final_placement.png
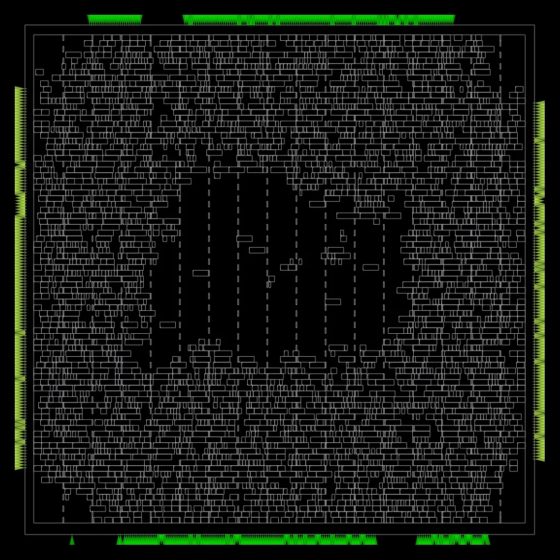
met3.png
The bar under the picture is 50 µm long.
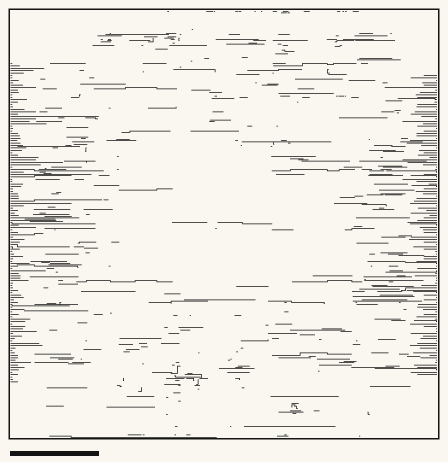
$ cat config.mk
export PLATFORM = sky130hd
export DESIGN_NAME = compress_pipe_ctrl
export DESIGN_NICKNAME = d
export VERILOG_FILES = /design/src/rtl/compress_ctrl_pkg.sv /design/src/rtl/pipe_valid_tracker.sv /design/src/rtl/compress_pipe_ctrl.sv
export SDC_FILE = /design/constraint.sdc
export NUM_CORES = 1
export LEC_CHECK = 0
export CORE_MARGIN = 4
export CORE_UTILIZATION = 40
export CTS_BUF_LIST = sky130_fd_sc_hd__clkbuf_4
export CTS_CLUSTER_SIZE = 25
export DETAILED_ROUTE_END_ITERATION = 8
export PLACE_DENSITY = 0.68
export RECOVER_POWER = 25
export SETUP_SLACK_MARGIN = 0.1
export SYNTH_ARGS = -nofsm -noshare
export SYNTH_HDL_FRONTEND = slang
export SYNTH_SLANG_ARGS = --single-unit
$ cat constraint.sdc
create_clock -name i_clk -period 5.2 [get_ports i_clk]
set_clock_uncertainty 0.1 [all_clocks]
set_input_delay 0.78 -clock i_clk [delete_from_list [all_inputs] [get_ports i_clk]]
set_output_delay 0.78 -clock i_clk [all_outputs]
set_load 0.05 [all_outputs]
$ cat src/rtl/compress_ctrl_pkg.sv
// Shared types and defaults for the compressor match-pipeline sequencer.
package compress_ctrl_pkg;

  typedef enum logic [1:0] {
    IDLE  = 2'd0,
    CLEAR = 2'd1,
    ISSUE = 2'd2,
    DRAIN = 2'd3
  } state_e;

  localparam int WORD_W           = 64;
  localparam int LINE_WORDS       = 8;
  localparam int MATCH_PIPE_DEPTH = 2;

  // Width of a word index; never narrower than one bit.
  function automatic int idx_w(input int words);
    return (words > 1) ? $clog2(words) : 1;
  endfunction

endpackage

$ cat src/rtl/pipe_valid_tracker.sv
// Valid/last shift register that follows issued words down the match pipeline.
module pipe_valid_tracker #(
  parameter int DEPTH = 2
) (
  input  logic clk_i,
  input  logic reset_i,
  input  logic enable_i,
  input  logic push_valid_i,
  input  logic push_last_i,
  input  logic clear_i,
  output logic tail_valid_o,
  output logic tail_last_o
);

  logic [DEPTH-1:0] vld_q, vld_d;
  logic [DEPTH-1:0] last_q, last_d;

  always_comb begin
    vld_d  = vld_q;
    last_d = last_q;
    if (clear_i) begin
      vld_d  = '0;
      last_d = '0;
    end else if (enable_i) begin
      for (int i = DEPTH - 1; i > 0; i--) begin
        vld_d[i]  = vld_q[i-1];
        last_d[i] = last_q[i-1];
      end
      vld_d[0]  = push_valid_i;
      last_d[0] = push_last_i;
    end
  end

  always_ff @(posedge clk_i) begin
    if (reset_i) begin
      vld_q  <= '0;
      last_q <= '0;
    end else begin
      vld_q  <= vld_d;
      last_q <= last_d;
    end
  end

  assign tail_valid_o = vld_q[DEPTH-1];
  assign tail_last_o  = last_q[DEPTH-1];

endmodule

$ cat src/rtl/compress_pipe_ctrl.sv
// Sequencer for the compressor match pipeline: takes a cache line, clears the
// match dictionary, issues the words in order and tracks them to the encoder.
module compress_pipe_ctrl
  import compress_ctrl_pkg::*;
#(
  parameter int WIDTH      = WORD_W,
  parameter int WORDS      = LINE_WORDS,
  parameter int PIPE_DEPTH = MATCH_PIPE_DEPTH
) (
  input  logic                    i_clk,
  input  logic                    i_reset,
  input  logic                    i_line_valid,
  output logic                    o_line_ready,
  input  logic [WIDTH*WORDS-1:0]  i_line_data,
  input  logic                    i_flush,
  output logic [WIDTH-1:0]        o_word,
  output logic                    o_word_valid,
  output logic [idx_w(WORDS)-1:0] o_word_idx,
  output logic                    o_stage_en,
  output logic                    o_dict_clear,
  output logic                    o_out_valid,
  output logic                    o_last,
  input  logic                    i_out_ready,
  output logic                    o_line_done,
  output logic                    o_busy,
  output state_e                  o_state
);

  localparam int            IW       = idx_w(WORDS);
  localparam logic [IW-1:0] LAST_IDX = IW'(WORDS - 1);

  state_e                 state_q, state_d;
  logic [IW-1:0]          idx_q, idx_d;
  logic [WIDTH*WORDS-1:0] line_q, line_d;
  logic                   issue;
  logic                   tail_valid;
  logic                   tail_last;
  logic                   stage_en;

  // Handshakes: a line moves on i_line_valid & o_line_ready at the clock edge;
  // the tail item moves on o_out_valid & i_out_ready, and a stalled tail
  // freezes the whole match pipeline through stage_en.
  assign issue    = (state_q == ISSUE);
  assign stage_en = ~(tail_valid & ~i_out_ready);

  always_comb begin
    state_d      = state_q;
    idx_d        = idx_q;
    line_d       = line_q;
    o_line_ready = 1'b0;
    o_dict_clear = 1'b0;
    o_word_valid = 1'b0;
    o_line_done  = 1'b0;
    case (state_q)
      IDLE: begin
        o_line_ready = ~i_flush;
        if (i_line_valid && o_line_ready) begin
          line_d  = i_line_data;
          idx_d   = '0;
          state_d = CLEAR;
        end
      end
      CLEAR: begin
        o_dict_clear = 1'b1;
        state_d      = ISSUE;
      end
      ISSUE: begin
        o_word_valid = 1'b1;
        if (stage_en) begin
          if (idx_q == LAST_IDX) state_d = DRAIN;
          else                   idx_d   = idx_q + 1'b1;
        end
      end
      DRAIN: begin
        o_line_done = tail_valid & tail_last & i_out_ready;
        if (o_line_done) state_d = IDLE;
      end
      default: state_d = IDLE;
    endcase
    // Flush abandons the line; the buffer is left alone since it reloads on accept.
    if (i_flush) begin
      state_d = IDLE;
      idx_d   = '0;
    end
  end

  always_ff @(posedge i_clk) begin
    if (i_reset) begin
      state_q <= IDLE;
      idx_q   <= '0;
      line_q  <= '0;
    end else begin
      state_q <= state_d;
      idx_q   <= idx_d;
      line_q  <= line_d;
    end
  end

  pipe_valid_tracker #(
    .DEPTH(PIPE_DEPTH)
  ) u_tracker (
    .clk_i        (i_clk),
    .reset_i      (i_reset),
    .enable_i     (stage_en),
    .push_valid_i (issue),
    .push_last_i  (issue && (idx_q == LAST_IDX)),
    .clear_i      (i_flush),
    .tail_valid_o (tail_valid),
    .tail_last_o  (tail_last)
  );

  assign o_word      = line_q[idx_q*WIDTH +: WIDTH];
  assign o_word_idx  = idx_q;
  assign o_stage_en  = stage_en;
  assign o_out_valid = tail_valid;
  assign o_last      = tail_last & tail_valid;
  assign o_busy      = (state_q != IDLE);
  assign o_state     = state_q;

endmodule

==> out/qor.yml <==
clk_share_pct: 5.85
grt_pass1_vias: 20200
violations: "capacitance limit, slew limit"
peakVddDrop_mv: 0.124
vias: 20400
avgRoutedWirePerCell_um: 19.5
outcome: "complete, but fails checks"
cp_slowest_cell: "dfxtp_4"
tightest_slew_ns: 3.31
top_layer: "met5"
maxCapViolations: 1
path_buffers: 2
cts_hold_buf: 0
wl_met3_mm: 6.21
overflow: 0
comb_share_pct: 34.6
synth_async_sr_flop_share_pct: 0
max_freq_mhz: 211
top_cell_area_share_pct: 47.9
wl_met1_mm: 29.0
min_to: "line_q[429]$_SDFFE_PP0P_"
worstPathRequired_ns: 4.32
ios: 594
layout_top_cells: "1033 x nand2_1, 592 x clkdlybuf4s50_1, 518 x dfxtp_1, 516 x a21oi_1, 209 x clkbuf_4"
r2r_slack_ns: 0.55
cp_num_cells: 4
rr_worst_depth: 7
dp_hpwl_mm: 54.8
flop_cell: "dfxtp_1"
critPathArrivalTime_ns: 3.86
use_met2_pct: 42.5
maxSlewViolCount: 76
placed_area_mm2: 0.0281
initCoreUtil_pct: 40.5
hold_path_class: "in2reg"
syn_to_final_growth_pct: 37.1
endpoint_kind: "primary output"
cp-startpoint: "o_word_idx[0]$_SDFFE_PP0P_"
drc: 0
clkPwrFrac_pct: 39.6
syn_nets: 3034
track_usage_pct: 25.1
antenna_left: 0
final-setup-viol-count: 0
synthXorXnorAreaFrac_pct: 0
ys_seq_share_pct: 47.9
synthAoiAreaFrac_pct: 12.1
switchingPower_mw: 2.39
Notes on final_placement.png above:
num rows: 85
Core ar.: 0.0538 mm²
n_taps: 696
flop count: 521

Notes on met3.png above:
wire length on this layer: 6210 µm
longest straight run: 81.9 µm
share of all routed wire: 8.2%
main direction: horizontal

==> stage by stage <==
stage,std cells,total power [mW]
floorplan,2509,4.94
global placement,3630,5.57
detailed placement,3630,5.59
CTS,3870,9.23
global route,3884,9.56
finish,3887,9.12
==> power groups by stage <==
stage	clock network [mW]	registers, mW	logic (mW)
4_1_cts	3.72	4.31	1.20
5_1_grt	3.94	4.32	1.29
3_5_place_dp	0	4.39	1.19
2_1_floorplan	0	4.34	0.597
6_report	3.61	4.31	1.20
3_3_place_gp	0	4.39	1.18
==> state kept, by name, indices dropped and copies added (netlist names) <==
signal,cells
line_q,512
o_word_idx,3
o_state,2
u_tracker.last_q,2
u_tracker.vld_q,2
No activity file was given, so power comes from the tool's default toggle rates.
